===== src/rtl/bmc_power_cmd_gen.sv =====
// -----------------------------------------------------------------------------
// bmc_power_cmd_gen
//   Turns BMC power commands into timed, active-low button pulses towards the
//   board CPLD. Optionally verifies that board power-good follows the command.
//   All timing is in units of the 1 ms strobe.
//
// Ports
//   clock          in   system clock, rising edge
//   reset          in   synchronous, active-high reset
//   int_1ms_en     in   one-clock strobe every 1 ms
//   cmd_valid      in   command request, held until accepted
//   cmd_code [2:0] in   1=power_on 2=soft_off 3=force_off 4=reset, others invalid
//   brd_pwrok      in   board power good
//   cmd_ready      out  high only while idle
//   busy           out  high whenever not idle
//   cmd_done       out  one-cycle completion pulse
//   cmd_err        out  one-cycle error flag, coincident with cmd_done
//   bmc_power_out  out  active-low power-button pulse (idle high)
//   bmc_reset_out  out  active-low reset-button pulse (idle high)
//
// Configuration
//   BMC_CMD_STATUS_CHECK_EN  when defined, power-good is checked at accept
//                            time and awaited after the button pulse. When
//                            undefined, brd_pwrok is ignored and the command
//                            completes right after the gap.
// -----------------------------------------------------------------------------
module bmc_power_cmd_gen (
    input  logic       clock,
    input  logic       reset,
    input  logic       int_1ms_en,
    input  logic       cmd_valid,
    input  logic [2:0] cmd_code,
    input  logic       brd_pwrok,
    output logic       cmd_ready,
    output logic       busy,
    output logic       cmd_done,
    output logic       cmd_err,
    output logic       bmc_power_out,
    output logic       bmc_reset_out
);

    typedef enum logic [2:0] {
        S_IDLE,
        S_PRESS,
        S_GAP,
        S_WAIT_STATUS,
        S_DONE
    } state_t;

    localparam logic [2:0]  CODE_PWR_ON  = 3'd1;
    localparam logic [2:0]  CODE_SOFT    = 3'd2;
    localparam logic [2:0]  CODE_FORCE   = 3'd3;
    localparam logic [2:0]  CODE_RST     = 3'd4;

    localparam logic [16:0] PRESS_SHORT  = 17'd200;
    localparam logic [16:0] PRESS_LONG   = 17'd6000;
    localparam logic [16:0] GAP_LEN      = 17'd100;
`ifdef BMC_CMD_STATUS_CHECK_EN
    localparam logic [16:0] TMO_SOFT     = 17'd70000;
    localparam logic [16:0] TMO_DEFAULT  = 17'd10000;
`endif

    state_t      state_q, state_d;
    logic [16:0] cnt_q, cnt_d;
    logic [2:0]  code_q, code_d;
    logic        cmd_ready_q, cmd_ready_d;
    logic        busy_q, busy_d;
    logic        cmd_done_q, cmd_done_d;
    logic        cmd_err_q, cmd_err_d;
    logic        pwr_out_q, pwr_out_d;
    logic        rst_out_q, rst_out_d;

    logic        fail;
    logic        reject;
    logic        code_bad;
    logic [16:0] press_lim;

    // Nth strobe of the current state: counter already holds N-1.
    function automatic logic last_strobe(input logic en, input logic [16:0] cnt,
                                         input logic [16:0] lim);
        return en && (cnt == lim - 17'd1);
    endfunction

`ifdef BMC_CMD_STATUS_CHECK_EN
    logic        req_pwrok;
    logic [16:0] tmo_lim;
    assign req_pwrok = (code_q == CODE_PWR_ON) || (code_q == CODE_RST);
    assign tmo_lim   = (code_q == CODE_SOFT) ? TMO_SOFT : TMO_DEFAULT;
`else
    logic unused_pwrok;
    assign unused_pwrok = brd_pwrok;
`endif

    assign code_bad  = (cmd_code == 3'd0) || (cmd_code > CODE_RST);
    assign press_lim = (code_q == CODE_FORCE) ? PRESS_LONG : PRESS_SHORT;

`ifdef BMC_CMD_STATUS_CHECK_EN
    // force_off never rejected: it exists to recover a board in any state.
    assign reject = code_bad
                 || ((cmd_code == CODE_PWR_ON) && brd_pwrok)
                 || (((cmd_code == CODE_SOFT) || (cmd_code == CODE_RST)) && !brd_pwrok);
`else
    assign reject = code_bad;
`endif

    always_comb begin
        state_d = state_q;
        code_d  = code_q;
        fail    = 1'b0;

        case (state_q)
            S_IDLE: begin
                if (cmd_valid) begin
                    code_d = cmd_code;
                    if (reject) begin
                        state_d = S_DONE;
                        fail    = 1'b1;
                    end else begin
                        state_d = S_PRESS;
                    end
                end
            end
            S_PRESS: begin
                if (last_strobe(int_1ms_en, cnt_q, press_lim)) state_d = S_GAP;
            end
            S_GAP: begin
                if (last_strobe(int_1ms_en, cnt_q, GAP_LEN)) begin
`ifdef BMC_CMD_STATUS_CHECK_EN
                    state_d = S_WAIT_STATUS;
`else
                    state_d = S_DONE;
`endif
                end
            end
            S_WAIT_STATUS: begin
`ifdef BMC_CMD_STATUS_CHECK_EN
                // Status match is tested first so it wins over a same-cycle timeout.
                if (brd_pwrok == req_pwrok) begin
                    state_d = S_DONE;
                end else if (last_strobe(int_1ms_en, cnt_q, tmo_lim)) begin
                    state_d = S_DONE;
                    fail    = 1'b1;
                end
`else
                state_d = S_DONE;
`endif
            end
            S_DONE:  state_d = S_IDLE;
            default: state_d = S_IDLE;
        endcase

        // Single timer: cleared on any state change (so the accept-cycle
        // strobe is never counted), saturating otherwise.
        if (state_d != state_q)
            cnt_d = '0;
        else if (int_1ms_en && (cnt_q != '1))
            cnt_d = cnt_q + 17'd1;
        else
            cnt_d = cnt_q;

        // Outputs are registered from next-state so they line up with the state.
        cmd_ready_d = (state_d == S_IDLE);
        busy_d      = (state_d != S_IDLE);
        cmd_done_d  = (state_d == S_DONE);
        cmd_err_d   = (state_d == S_DONE) && fail;
        pwr_out_d   = !((state_d == S_PRESS) && (code_d != CODE_RST));
        rst_out_d   = !((state_d == S_PRESS) && (code_d == CODE_RST));
    end

    always_ff @(posedge clock) begin
        if (reset) begin
            state_q     <= S_IDLE;
            cnt_q       <= '0;
            code_q      <= '0;
            cmd_ready_q <= 1'b1;
            busy_q      <= 1'b0;
            cmd_done_q  <= 1'b0;
            cmd_err_q   <= 1'b0;
            pwr_out_q   <= 1'b1;
            rst_out_q   <= 1'b1;
        end else begin
            state_q     <= state_d;
            cnt_q       <= cnt_d;
            code_q      <= code_d;
            cmd_ready_q <= cmd_ready_d;
            busy_q      <= busy_d;
            cmd_done_q  <= cmd_done_d;
            cmd_err_q   <= cmd_err_d;
            pwr_out_q   <= pwr_out_d;
            rst_out_q   <= rst_out_d;
        end
    end

    assign cmd_ready     = cmd_ready_q;
    assign busy          = busy_q;
    assign cmd_done      = cmd_done_q;
    assign cmd_err       = cmd_err_q;
    assign bmc_power_out = pwr_out_q;
    assign bmc_reset_out = rst_out_q;

endmodule

===== config.mk =====
export PLATFORM = sky130hd
export DESIGN_NAME = bmc_power_cmd_gen
export DESIGN_NICKNAME = d
export VERILOG_FILES = /design/src/rtl/bmc_power_cmd_gen.sv
export SDC_FILE = /design/constraint.sdc
export NUM_CORES = 1
export LEC_CHECK = 0
export CAP_MARGIN = 40
export CORE_AREA = 4 4 58 60
export DETAILED_ROUTE_END_ITERATION = 6
export DIE_AREA = 0 0 62 64
export GPL_TIMING_DRIVEN = 0
export PLACE_DENSITY = 0.68
export SLEW_MARGIN = 20
export SYNTH_ARGS = -nofsm -noshare
export SYNTH_HDL_FRONTEND = slang
export SYNTH_SLANG_ARGS = --single-unit

===== constraint.sdc =====
create_clock -name clock -period 2.3 [get_ports clock]
set_input_delay 0.23 -clock clock [delete_from_list [all_inputs] [get_ports clock]]
set_output_delay 0.23 -clock clock [all_outputs]
set_load 0.01 [all_outputs]

==> run_summary.xml <==
<?xml version="1.0" encoding="UTF-8"?>
<metrics>
  <group name="cts">
    <metric name="clock_latency_of_the_later_clocked_register_in_the_worst_skew_pair" unit="ns">0.33</metric>
    <metric name="cts_made_buffers" unit="">5</metric>
    <metric name="cts_clk_pin_slew_worst_paths" unit="ns">0.09</metric>
    <metric name="ctsRootBufferMaster" unit="">clkbuf_4</metric>
  </group>
  <group name="synth">
    <metric name="ys_top_cells_by_count" unit="">dfxtp_1, nor2_1, nand2_1</metric>
    <metric name="most_common_cell" unit="">dfxtp_1</metric>
    <metric name="enable_flop_cells" unit="">0</metric>
    <metric name="synth.yosys.chip_area" unit="mm^2">0.001363</metric>
    <metric name="syn_nets" unit="">160</metric>
    <metric name="post-synth-top-area-cell" unit="">dfxtp_1</metric>
    <metric name="post_synth_instance_area" unit="mm^2">0.001363</metric>
    <metric name="synthTopCellsByArea" unit="">dfxtp_1, nor2_1, xnor2_1</metric>
    <metric name="yosys.stat.seqShare" unit="%">42.61</metric>
  </group>
  <group name="finish">
    <metric name="layout_top_cells_excl_fill_tap" unit="">dfxtp_1, nor2_1, nand2_1, clkdlybuf4s50_1</metric>
    <metric name="stdcell_count" unit="">206</metric>
    <metric name="areaGrowthSynthToFinish" unit="%">21.58</metric>
    <metric name="post_route_cells_drive_above_1_share" unit="%">18.50</metric>
  </group>
  <group name="floorplanning">
    <metric name="placeableCoreArea" unit="mm^2">0.002928</metric>
    <metric name="die_size" unit="mm^2">0.003968</metric>
    <metric name="die_x" unit="um">62</metric>
    <metric name="pin_count" unit="">14</metric>
  </group>
  <group name="final_timing">
    <metric name="skew" unit="ns">0.01396</metric>
    <metric name="rsz0062_at_grt" unit="">false</metric>
    <metric name="timing.fmax" unit="MHz">472.6</metric>
    <metric name="finalHoldWorstSlack" unit="ns">0.2705</metric>
    <metric name="final.min_clock_period" unit="ns">2.116</metric>
    <metric name="timing_max_transition_violations_final" unit="">0</metric>
  </group>
  <group name="critical_path">
    <metric name="endpoint_of_the_worst_register_to_register_path" unit="">cnt_q[15]$_SDFFE_PP0P_</metric>
    <metric name="worst_ep_required_time" unit="ns">2.52</metric>
    <metric name="crit_chain" unit="">and3_2 -&gt; nand4_1 -&gt; nor4_2 -&gt; ha_2 -&gt; and4b_1 -&gt; nand4_1 -&gt; nor3_1 -&gt; xnor2_1 -&gt; nor2_1</metric>
    <metric name="timing_worst_setup_path_type" unit="">reg -&gt; reg</metric>
    <metric name="crit_path_start_kind" unit="">flip-flop</metric>
    <metric name="setup.worst_path.end" unit="">cnt_q[15]$_SDFFE_PP0P_</metric>
    <metric name="reg2reg_depth" unit="">9</metric>
    <metric name="cp_common_cell" unit="">nand4_1</metric>
  </group>
  <group name="pwr">
    <metric name="cellPowerDensity" unit="mW/mm^2">591.6</metric>
    <metric name="leakagePower" unit="uW">0.0005769</metric>
  </group>
  <group name="outcome">
    <metric name="result_of_the_run" unit="">finished clean</metric>
  </group>
  <group name="flow_run">
    <metric name="maxCapViolations" unit="">0</metric>
  </group>
  <group name="route">
    <metric name="drt-total-wl" unit="um">2735</metric>
  </group>
  <group name="global_routing">
    <metric name="number_of_antenna_violations_at_the_first_check_in_global_routing" unit="">0</metric>
    <metric name="grt_pass1_vias" unit="">1125</metric>
  </group>
  <group name="worst_hold_path">
    <metric name="holdCritPathClass" unit="">in -&gt; reg</metric>
  </group>
  <group name="placed_design">
    <metric name="post_place_setup_slack" unit="ns">-0.4460</metric>
  </group>
</metrics>
## where the power goes
group	internal [uW]	switching (uW)	leakage (uW)	total, uW
clock network	177	177	0.0000413	353
logic	51.9	50.5	0.000298	102
registers	516	7.85	0.000238	524
total	745	235	0.000577	980
## through the flow
stage | cell area [um^2] | power (uW)
floorplan | 1363 | 598.3
global placement | 1514 | 634.1
detailed placement | 1514 | 636.2
CTS | 1602 | 989.8
global route | 1657 | 1036
finish | 1657 | 980.0
## critical path, delay by kind of cell (launching register included)
family	cells	cell delay (ns)
adder cells (fa/ha/maj)	1	0.18
XOR/XNOR	1	0.16
flip-flops	1	0.35
AND/OR/NAND/NOR	7	1.32
## area by class of cell
type                       count  area, um^2
fill                         279        1271
multi-input combinational    113       777.0
sequential                    29       586.8
timing repair buffer          15       140.1
clock buffer                   7       65.06
tap                           33       41.29
buffer                         5       30.03
inverter                       3       11.26
clock inverter                 1       5.005
## state kept, by name, summed over array words and instances, names as in the netlist
signal	cells
state_q	3
cmd_done	1
bmc_power_out	1
cmd_err	1
cmd_ready	1
bmc_reset_out	1
cnt_q	17
code_q	3
busy	1
## layer usage
| metal | share of wire, % | track usage (%) | vias up |
|---|---|---|---|
| met5 | 0 | 0 | - |
| met4 | 1.9 | 7.958 | 0 |
| met3 | 5.7 | 7.071 | 5 |
| met2 | 50 | 24.61 | 24 |
| met1 | 42 | 17.41 | 537 |
| li1 | - | - | 573 |
## logic make-up (layout without fill, tap and decap cells)
logic type | after synthesis | count (layout) | synth area share [%]
buf+inv | 8 | 31 | 2.754
simple gates | 76 | 76 | 31.59
mux | 2 | 2 | 1.469
fa+ha+maj | 2 | 2 | 1.836
compound gates | 17 | 17 | 9.459
xor+xnor | 16 | 16 | 10.29
flops | 29 | 29 | 42.61
io_fan.png
Scale: 6 px per um.
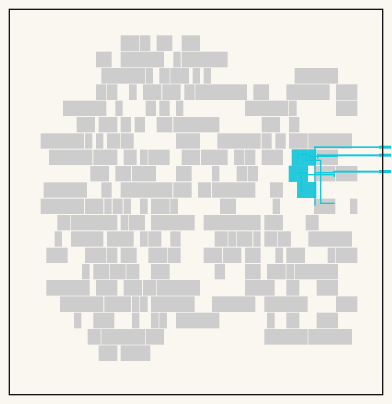
cmd_code: drawn in cyan, direction input, edge right, end cells 6, buffers 3, wire 73.1 um.

flops_by_reg.png
Scale: 6 px per um. Other sequential cells in the stronger grey, the rest of the logic in the fainter grey.
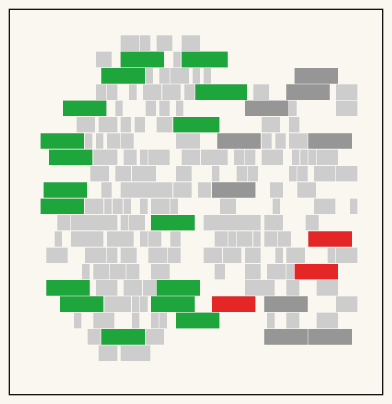
cnt_q: drawn in green, flops 17. state_q: drawn in red, flops 3.

cell_density.png
Scale: 4 px per um. 6 x 6 tiles, from dark purple (low) to yellow (high), 0 to 100% covered.
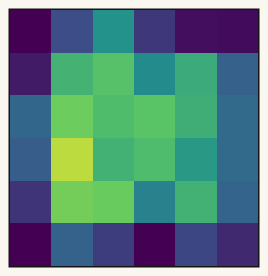
The fullest tile reaches 90%. The mean over all tiles is 41%. 11% of the tiles are over 75% full.

logic_types.png
Scale: 8 px per um.
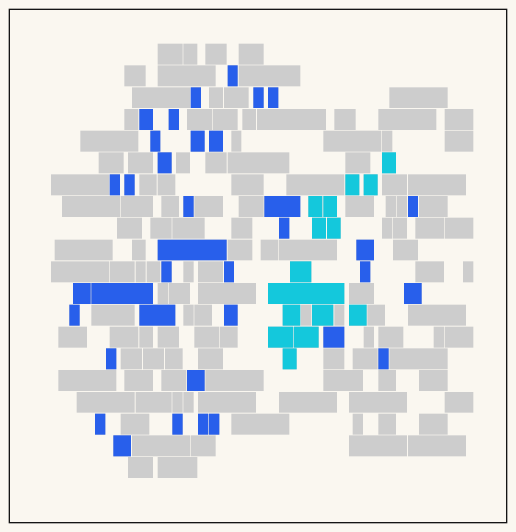
nor cells: drawn in blue, cells 36. aoi and oai cells: drawn in cyan, cells 15.

No activity file was given, so power comes from the tool's default toggle rates.
